**Run 1: signal metal coverage by tile**

(6 px per um) 13 x 13 tiles, from white (low) to dark blue (high), scaled to the fullest tile. Values are wire area over tile area, all layers added.
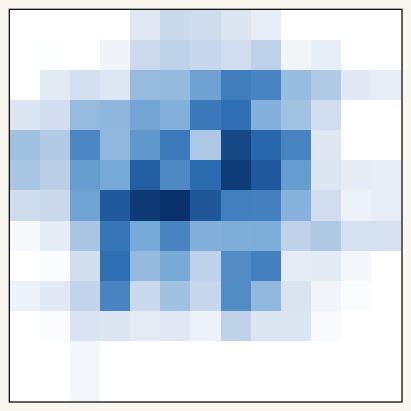
**Run 1: routed clock nets over the placement**

(6 px per um)
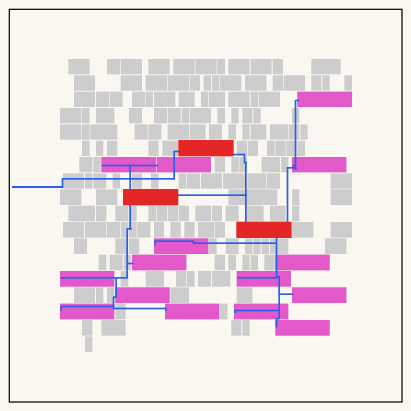
**Run 1: logic cells by family**

(8 px per um)
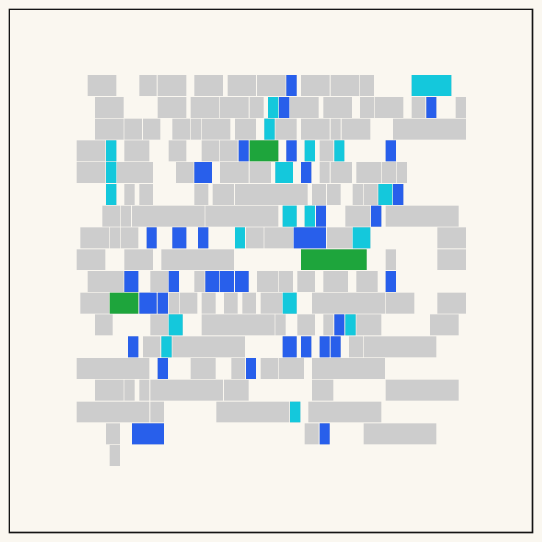
**config.mk**
```make
export PLATFORM = sky130hd
export DESIGN_NAME = acorn_phase_ctrl
export DESIGN_NICKNAME = d
export VERILOG_FILES = /design/src/rtl/acorn_pkg.sv /design/src/rtl/acorn_step_decode.sv /design/src/rtl/acorn_phase_ctrl.sv
export SDC_FILE = /design/constraint.sdc
export NUM_CORES = 1
export LEC_CHECK = 0
export CORE_MARGIN = 8
export CORE_UTILIZATION = 51
export CTS_BUF_LIST = sky130_fd_sc_hd__clkbuf_16
export DETAILED_ROUTE_END_ITERATION = 16
export PLACE_DENSITY = 0.84
export SLEW_MARGIN = 20
export SYNTH_ARGS = -nofsm -noshare
export SYNTH_HDL_FRONTEND = slang
export SYNTH_SLANG_ARGS = --single-unit
export TNS_END_PERCENT = 20
```
**constraint.sdc**
```tcl
create_clock -name clk -period 4.83 [get_ports clk]
set_clock_uncertainty 0.15 [all_clocks]
set_input_delay 0.7245 -clock clk [delete_from_list [all_inputs] [get_ports clk]]
set_output_delay 0.7245 -clock clk [all_outputs]
set_load 0.01 [all_outputs]
```
**src/rtl/acorn_pkg.sv**
```systemverilog
// acorn_pkg: shared encodings and schedule constants for the ACORN-128
// phase controller and its step decoder.
package acorn_pkg;

  typedef enum logic [2:0] {
    PH_IDLE = 3'd0,
    PH_INIT = 3'd1,
    PH_AD   = 3'd2,
    PH_ENC  = 3'd3,
    PH_FIN  = 3'd4
  } phase_t;

  typedef enum logic [2:0] {
    SRC_ZERO    = 3'd0,
    SRC_ONE     = 3'd1,
    SRC_KEY     = 3'd2,
    SRC_IV      = 3'd3,
    SRC_AD      = 3'd4,
    SRC_PT      = 3'd5,
    SRC_KEY_INV = 3'd6
  } msrc_t;

  localparam int INIT_STEPS = 1792;
  localparam int FIN_STEPS  = 768;
  localparam int TAG_START  = 640;
  localparam int PAD_STEPS  = 256;
  localparam int CA_TAIL    = 128;

endpackage

```
**src/rtl/acorn_step_decode.sv**
```systemverilog
// acorn_step_decode: purely combinational map from (phase, step index) to
// the ACORN control bits, message-bit source/index and ct/tag windows.
module acorn_step_decode
  import acorn_pkg::*;
#(
  parameter int AD_BITS = 128,
  parameter int PT_BITS = 128
) (
  input  phase_t      phase,
  input  logic [10:0] i,
  output logic        ca,
  output logic        cb,
  output logic [2:0]  m_src,
  output logic [9:0]  m_idx,
  output logic        ct_win,
  output logic        tag_win,
  output logic [6:0]  tag_idx
);

  localparam logic [10:0] KEY_END    = 11'd128;
  localparam logic [10:0] IV_END     = 11'd256;
  localparam logic [10:0] KEY_INV_AT = 11'(PAD_STEPS);
  localparam logic [10:0] AD_LEN     = 11'(AD_BITS);
  localparam logic [10:0] AD_CA_END  = 11'(AD_BITS + CA_TAIL);
  localparam logic [10:0] PT_LEN     = 11'(PT_BITS);
  localparam logic [10:0] PT_CA_END  = 11'(PT_BITS + CA_TAIL);
  localparam logic [10:0] TAG_AT     = 11'(TAG_START);

  // Decode the current step; ZERO/ONE sources and non-window steps leave indices at 0.
  always_comb begin
    ca      = 1'b0;
    cb      = 1'b0;
    m_src   = SRC_ZERO;
    m_idx   = '0;
    ct_win  = 1'b0;
    tag_win = 1'b0;
    tag_idx = '0;
    case (phase)
      PH_INIT: begin
        ca = 1'b1;
        cb = 1'b1;
        if (i < KEY_END) begin
          m_src = SRC_KEY;
          m_idx = {3'b000, 7'(i)};
        end else if (i < IV_END) begin
          m_src = SRC_IV;
          m_idx = {3'b000, 7'(i - KEY_END)};
        end else if (i == KEY_INV_AT) begin
          m_src = SRC_KEY_INV;
        end else begin
          // key is replayed cyclically after the inverted bit
          m_src = SRC_KEY;
          m_idx = {3'b000, 7'(i - KEY_INV_AT)};
        end
      end
      PH_AD: begin
        cb = 1'b1;
        ca = (i < AD_CA_END);
        if (i < AD_LEN) begin
          m_src = SRC_AD;
          m_idx = 10'(i);
        end else if (i == AD_LEN) begin
          m_src = SRC_ONE;
        end
      end
      PH_ENC: begin
        ca     = (i < PT_CA_END);
        ct_win = (i < PT_LEN);
        if (i < PT_LEN) begin
          m_src = SRC_PT;
          m_idx = 10'(i);
        end else if (i == PT_LEN) begin
          m_src = SRC_ONE;
        end
      end
      PH_FIN: begin
        ca = 1'b1;
        cb = 1'b1;
        if (i >= TAG_AT) begin
          tag_win = 1'b1;
          tag_idx = 7'(i - TAG_AT);
        end
      end
      default: ;
    endcase
  end

endmodule

```
**src/rtl/acorn_phase_ctrl.sv**
```systemverilog
// acorn_phase_ctrl: steps one ACORN-128 state-update/keystream pair through
// INIT, AD, ENC and FIN, then pulses done.
// Build option: ACORN_STEP_STALL_EN -- when defined, step_rdy gates each
// step; when undefined, step_rdy is ignored and the schedule runs unstalled.
module acorn_phase_ctrl
  import acorn_pkg::*;
#(
  parameter int AD_BITS = 128,
  parameter int PT_BITS = 128
) (
  input  logic       clk,
  input  logic       rst,
  input  logic       start,
  input  logic       step_rdy,
  output logic       step_en,
  output logic       ca,
  output logic       cb,
  output logic [2:0] m_src,
  output logic [9:0] m_idx,
  output logic       ct_valid,
  output logic       tag_valid,
  output logic [6:0] tag_idx,
  output logic [2:0] phase,
  output logic       busy,
  output logic       done
);

  localparam logic [10:0] INIT_LAST = 11'(INIT_STEPS - 1);
  localparam logic [10:0] AD_LAST   = 11'(AD_BITS + PAD_STEPS - 1);
  localparam logic [10:0] ENC_LAST  = 11'(PT_BITS + PAD_STEPS - 1);
  localparam logic [10:0] FIN_LAST  = 11'(FIN_STEPS - 1);

  phase_t      phase_p0;
  logic [10:0] i_p0;
  logic        done_p0;
  logic        rdy;
  logic        last;
  logic        ct_win;
  logic        tag_win;

`ifdef ACORN_STEP_STALL_EN
  assign rdy = step_rdy;
`else
  // step_rdy stays on the port for a uniform interface but never stalls here
  assign rdy = step_rdy | 1'b1;
`endif

  assign busy    = (phase_p0 != PH_IDLE);
  assign step_en = busy & rdy;
  assign phase   = phase_p0;
  assign done    = done_p0;

  // Flag the final step index of the current phase.
  always_comb begin
    last = 1'b0;
    case (phase_p0)
      PH_INIT: last = (i_p0 == INIT_LAST);
      PH_AD:   last = (i_p0 == AD_LAST);
      PH_ENC:  last = (i_p0 == ENC_LAST);
      PH_FIN:  last = (i_p0 == FIN_LAST);
      default: last = 1'b0;
    endcase
  end

  // Phase FSM, step counter and one-cycle done pulse.
  always_ff @(posedge clk or posedge rst) begin
    if (rst) begin
      phase_p0 <= PH_IDLE;
      i_p0     <= '0;
      done_p0  <= 1'b0;
    end else begin
      done_p0 <= 1'b0;
      if (phase_p0 == PH_IDLE) begin
        if (start) begin
          phase_p0 <= PH_INIT;
          i_p0     <= '0;
        end
      end else if (step_en) begin
        if (last) begin
          i_p0 <= '0;
          case (phase_p0)
            PH_INIT: phase_p0 <= PH_AD;
            PH_AD:   phase_p0 <= PH_ENC;
            PH_ENC:  phase_p0 <= PH_FIN;
            default: begin
              phase_p0 <= PH_IDLE;
              done_p0  <= 1'b1;
            end
          endcase
        end else begin
          i_p0 <= i_p0 + 11'd1;
        end
      end
    end
  end

  acorn_step_decode #(
    .AD_BITS(AD_BITS),
    .PT_BITS(PT_BITS)
  ) u_decode (
    .phase  (phase_p0),
    .i      (i_p0),
    .ca     (ca),
    .cb     (cb),
    .m_src  (m_src),
    .m_idx  (m_idx),
    .ct_win (ct_win),
    .tag_win(tag_win),
    .tag_idx(tag_idx)
  );

  assign ct_valid  = ct_win & step_en;
  assign tag_valid = tag_win & step_en;

endmodule

```
==> results.py, run 1 <==
# Flow results
metrics = {
    "status": {
        "status": "completed",
    },
    "placed_design": {
        "gp_congestion": 0.835,
        "dp_slack_ns": 1.58,
    },
    "route": {
        "drt_wl_total_mm": 3.52,
        "drtIter0Drc": 68,
        "firstDrtPassIters": 4,
        "post-route-drc-count": 0,
    },
    "critical_path": {
        "path_cells": "or4b_2 -> or3_1 -> a22o_2 -> nand2_1 -> nor2_1 -> clkdlybuf4s50_1",
        "arrival_ns": 2.63,
        "slowest_stage": "or4b_2",
        "slowest_delay_ns": 0.69,
    },
    "sta": {
        "max_slew.worst_pin.slew_ns": 0.738,
        "period_needed_ns": 3.50,
        "period_used_pct": 72.5,
    },
    "logic_synthesis": {
        "ys_top_cells_by_count": "nand2_1, dfrtp_1, inv_1",
        "ys.flop_type": "dfrtp_1",
        "ys_seq_share_pct": 30.4,
        "yosysCellCount": 159,
        "ys_types": 45,
        "netlist_instances": 159,
        "synth.top_cells.by_area": "dfrtp_1, nand2_1, and2_1",
    },
    "layout": {
        "seq_area_um2": 375,
        "layout-drive-gt1-share_pct": 6.63,
        "fin_nets": 188,
    },
    "clock_tree": {
        "post-cts-setup-buffer-count": 0,
        "postCtsHoldBufs": 0,
        "cts_buffers": 3,
        "cts.sinks": 15,
        "root_buffer": "clkbuf_16",
    },
    "worst_hold_path": {
        "holdPathStages": 1,
    },
    "die": {
        "coreArea_mm2": 0.00239,
    },
    "global_route": {
        "grt_pass1_vias": 1216,
        "grt_pass1_wl_mm": 5.77,
    },
    "run": {
        "max_cap_violations": 0,
    },
}
About 'signal metal coverage by tile':
tiles over half the peak: 21%
fullest tile: 0.50
nearly empty tiles: 30%
densest ninth of the die: middle
emptiest ninth of the die: bottom right
mean over tiles: 0.13
GRT Util Overall: 16.6%
Avg WL per Cell: 16.7 um

About 'routed clock nets over the placement':
[clock-net drivers] red | count: 3
[flip-flops] magenta | count: 15
[clock wires] blue | length: 220 um
routed clock nets: 4
Clk power: 160 uW
Late-Pin Clk Latency: 0.24 ns
Clk pwr share: 54.9%

About 'logic cells by family':
| family | color | cells |
|---|---|---|
| non-inverting ao/oa cells | green | 3 |
| nand cells | blue | 33 |
| nor cells | cyan | 19 |
combinational share of cell area: 46.3%
fin cells: 211
most frequent logic cell in the layout: clkdlybuf4s50_1

[run 1: power breakdown]
group	internal (uW)	total [uW]	switching, uW
logic	1.52	5.59	4.07
registers	126	126	0
clock network	110	160	50.5
total	237	292	54.6
[run 1: worst max-delay path, delay by kind of cell, from the launching register on]
family	cells	cell delay, ns
buf+inv	1	0.48
simple gates	4	1.19
flops	1	0.49
compound gates	1	0.22
[run 1: registers in the layout (all words and copies together) (netlist names)]
register,cells
i_p0,11
phase,3
done,1
[run 1: cell type report]
type / count / area share (%)
Multi-Input combinational cell: 120 / 46.3
Sequential cell: 15 / 24.3
Timing Repair Buffer: 29 / 18.8
Clock buffer: 3 / 4.85
Inverter: 13 / 3.15
Tap cell: 30 / 2.43
Clock inverter: 1 / 0.243
[run 1: placed cells by master, fill, tap and decap left out, drive strengths merged, types with 4 or more instances in the layout]
| master | count |
|---|---|
| clkdlybuf4s50 | 29 |
| nand2 | 24 |
| dfrtp | 15 |
| inv | 14 |
| nor2 | 12 |
| o21ai | 12 |
| and2 | 10 |
| a21oi | 8 |
| nand3 | 6 |
| xnor2 | 5 |
| nor3 | 4 |
| and3 | 4 |
[run 1: stage by stage]
| stage | area (um^2) | hold WS [ns] | cells | util [%] |
|---|---|---|---|---|
| floorplan | 1240 | 0.382 | 161 | - |
| global placement | 1470 | 0.428 | 207 | 61.5 |
| detailed placement | 1470 | 0.451 | 207 | 61.5 |
| CTS | 1550 | 0.465 | 211 | 64.8 |
| global route | 1550 | 0.502 | 211 | 64.8 |
| finish | 1550 | 0.465 | 211 | 64.8 |
[run 1: kinds of logic (layout without fill, tap and decap cells)]
kind of cell    count (synthesis)  after routing  synth area share [%]
xor+xnor                        6              6                  4.26
buf+inv                        26             46                  12.2
fa+ha+maj                       2              2                  2.03
mux                             2              2                  1.62
flops                          15             15                  30.4
other cells                     1              3                 0.304
simple gates                   75             75                  32.1
compound gates                 32             32                  17.1
[run 1: worst max path at each step]
stage / from / end / slack, ns / cells after the start
5_1_grt: i_p0[8]$_DFFE_PP0P_ / m_idx[1] / 1.22 / 6
4_1_cts: i_p0[7]$_DFFE_PP0P_ / m_idx[1] / 1.31 / 6
2_1_floorplan: i_p0[7]$_DFFE_PP0P_ / m_idx[2] / 2.08 / 5
6_report: i_p0[7]$_DFFE_PP0P_ / m_idx[1] / 1.33 / 6
3_5_place_dp: i_p0[7]$_DFFE_PP0P_ / m_idx[1] / 1.58 / 6
3_3_place_gp: i_p0[7]$_DFFE_PP0P_ / m_idx[2] / 1.61 / 5
[run 1: per-layer routing]
metal,vias up,routed length (um),GRT usage (%)
li1,576,-,-
met1,610,1500,19.3
met2,36,1780,29.2
met3,4,201,4.76
met4,0,29,4.09
met5,-,0,0
==> run 2, diff against run 1 <==
--- a/config.mk
+++ b/config.mk
@@ -6,10 +6,10 @@
 export NUM_CORES = 1
 export LEC_CHECK = 0
 export CORE_MARGIN = 8
-export CORE_UTILIZATION = 51
+export CORE_UTILIZATION = 48
 export CTS_BUF_LIST = sky130_fd_sc_hd__clkbuf_16
 export DETAILED_ROUTE_END_ITERATION = 16
-export PLACE_DENSITY = 0.84
+export PLACE_DENSITY = 0.8
 export SLEW_MARGIN = 20
 export SYNTH_ARGS = -nofsm -noshare
 export SYNTH_HDL_FRONTEND = slang
==> constraint.sdc (replaced) <==
create_clock -name clk -period 3.6 [get_ports clk]
set_clock_uncertainty 0.15 [all_clocks]
set_input_delay 0.54 -clock clk [delete_from_list [all_inputs] [get_ports clk]]
set_output_delay 0.54 -clock clk [all_outputs]
set_load 0.01 [all_outputs]
**Run 2: signal metal coverage by tile**

(6 px per um) 13 x 13 tiles, from white (low) to dark blue (high), scaled to the fullest tile. Values are wire area over tile area, all layers added.
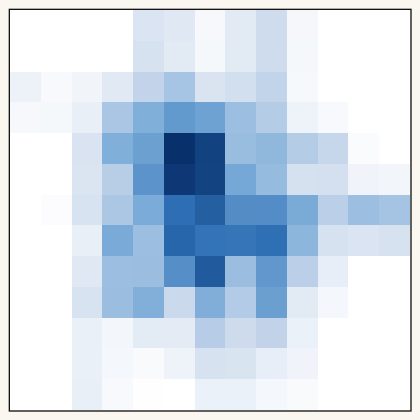
mean over tiles: 0.13
densest ninth of the die: middle
tiles over half the peak: 12%
Avg WL per Cell: 15.8 um
Routed Wire Length: 3.35 mm
DR vias: 1,220

==> run 2 against run 1 <==
Net effect: sequential cell count stayed put; combinational power is 31% higher; count of clock-buffer cells in the layout stayed put; final cell count rose by 0.47%; hold slack worse by 0.022 ns; first-iteration DRC count increased by 29%; register-to-register slack got worse by 1.2 ns; wire length decreased by 4.9%; highest routed layer unchanged.
==> results.py, run 2 <==
# Flow results
metrics = {
    "clock_tree": {
        "postCtsHoldBufs": 0,
        "clk_latency_ns": 0.25,
        "cts_buffers": 3,
        "post-cts-setup-buffer-count": 0,
        "cts.sinks": 15,
        "root_buffer": "clkbuf_16",
    },
    "global_route": {
        "grt_pass1_vias": 1130,
        "overflow": 0,
        "grt_pass1_wl_mm": 5.51,
    },
    "run": {
        "max_cap_violations": 0,
    },
    "layout": {
        "seq_area_um2": 375,
        "layout-drive-gt1-share_pct": 7.69,
        "nFillCells": 214,
        "fin_nets": 189,
        "final_cell_mix": "clkdlybuf4s50_1, nand2_1, dfrtp_1",
        "final_area_mm2": 0.00156,
    },
    "route": {
        "post-route-drc-count": 0,
        "firstDrtPassIters": 4,
        "drtIter0Drc": 88,
        "ant_nets": 0,
    },
    "sta": {
        "period_needed_ns": 3.40,
        "fin_hold_ws_ns": 0.443,
        "period_used_pct": 94.5,
        "max_slew.worst_pin.slew_ns": 0.731,
    },
    "logic_synthesis": {
        "ys_seq_share_pct": 30.4,
        "yosysCellCount": 159,
        "synth.top_cells.by_area": "dfrtp_1, nand2_1, and2_1",
        "ys.flop_type": "dfrtp_1",
    },
    "placed_design": {
        "gp_congestion": 0.917,
        "placed_cell_area_mm2": 0.00148,
        "dp_slack_ns": 0.554,
    },
    "status": {
        "status": "completed",
    },
    "die": {
        "coreArea_mm2": 0.00245,
    },
    "critical_path": {
        "r2r_setup_slack_ns": 1.11,
        "arrival_ns": 2.71,
    },
    "worst_hold_path": {
        "holdPathStages": 1,
    },
}
run 2: cell counts after synthesis:
Identical to the previous run, type by type.
run 2: area by class of cell:
cell class / instances / share of cell area [%]
sequential: 15 / 24.1
multi-input combinational: 120 / 46.1
clock inverter: 1 / 0.322
timing repair buffer: 30 / 19.1
inverter: 13 / 3.14
clock buffer: 3 / 4.82
tap: 30 / 2.41
run 2: stage by stage:
stage / instances / utilization (%)
finish: 212 / 63.4
global route: 212 / 63.4
CTS: 212 / 63.4
detailed placement: 208 / 60.1
global placement: 208 / 60.1
floorplan: 161 / -
run 2: per-layer routing:
metal	share of wire (%)	global-route usage, %
met3	7.9	2.68
met4	3.3	8.53
met5	0	0
met1	39	19.2
met2	50	25.6
run 2: kinds of logic after synthesis:
family	Yosys count	share of synthesized area, %
and+or+nand+nor	75	32.1
AOI/OAI and AO/OA	32	17.1
buffers and inverters	26	12.2
DFF	15	30.4
xor gates and xnor gates	6	4.26
adders and majority gates	2	2.03
muxes	2	1.62
other	1	0.304
run 2: worst max path at each step:
stage,depth (start not counted),end,start,slack (ns)
floorplan,5,m_idx[2],i_p0[7]$_DFFE_PP0P_,1.04
global route,6,m_idx[0],i_p0[7]$_DFFE_PP0P_,0.08
finish,6,m_idx[0],i_p0[7]$_DFFE_PP0P_,0.20
CTS,6,m_idx[0],i_p0[7]$_DFFE_PP0P_,0.21
detailed placement,5,m_idx[2],i_p0[7]$_DFFE_PP0P_,0.55
global placement,5,m_idx[2],i_p0[7]$_DFFE_PP0P_,0.55
run 2: critical path, stage by stage (launching register included):
cell             delay, ns
dfrtp_1               0.49
or4b_2                0.70
or3_1                 0.36
a22o_2                0.23
nand2_1               0.11
nor2_1                0.06
clkdlybuf4s50_1       0.50
run 2: where the power goes:
| group | internal [uW] | leakage, uW | switching (uW) |
|---|---|---|---|
| clock network | 149 | 0.0000409 | 71.7 |
| registers | 169 | 0.000184 | 0 |
| logic | 2.03 | 0.000402 | 5.30 |
| total | 320 | 0.000627 | 77.0 |
Power is estimated from default activity; no workload was simulated.
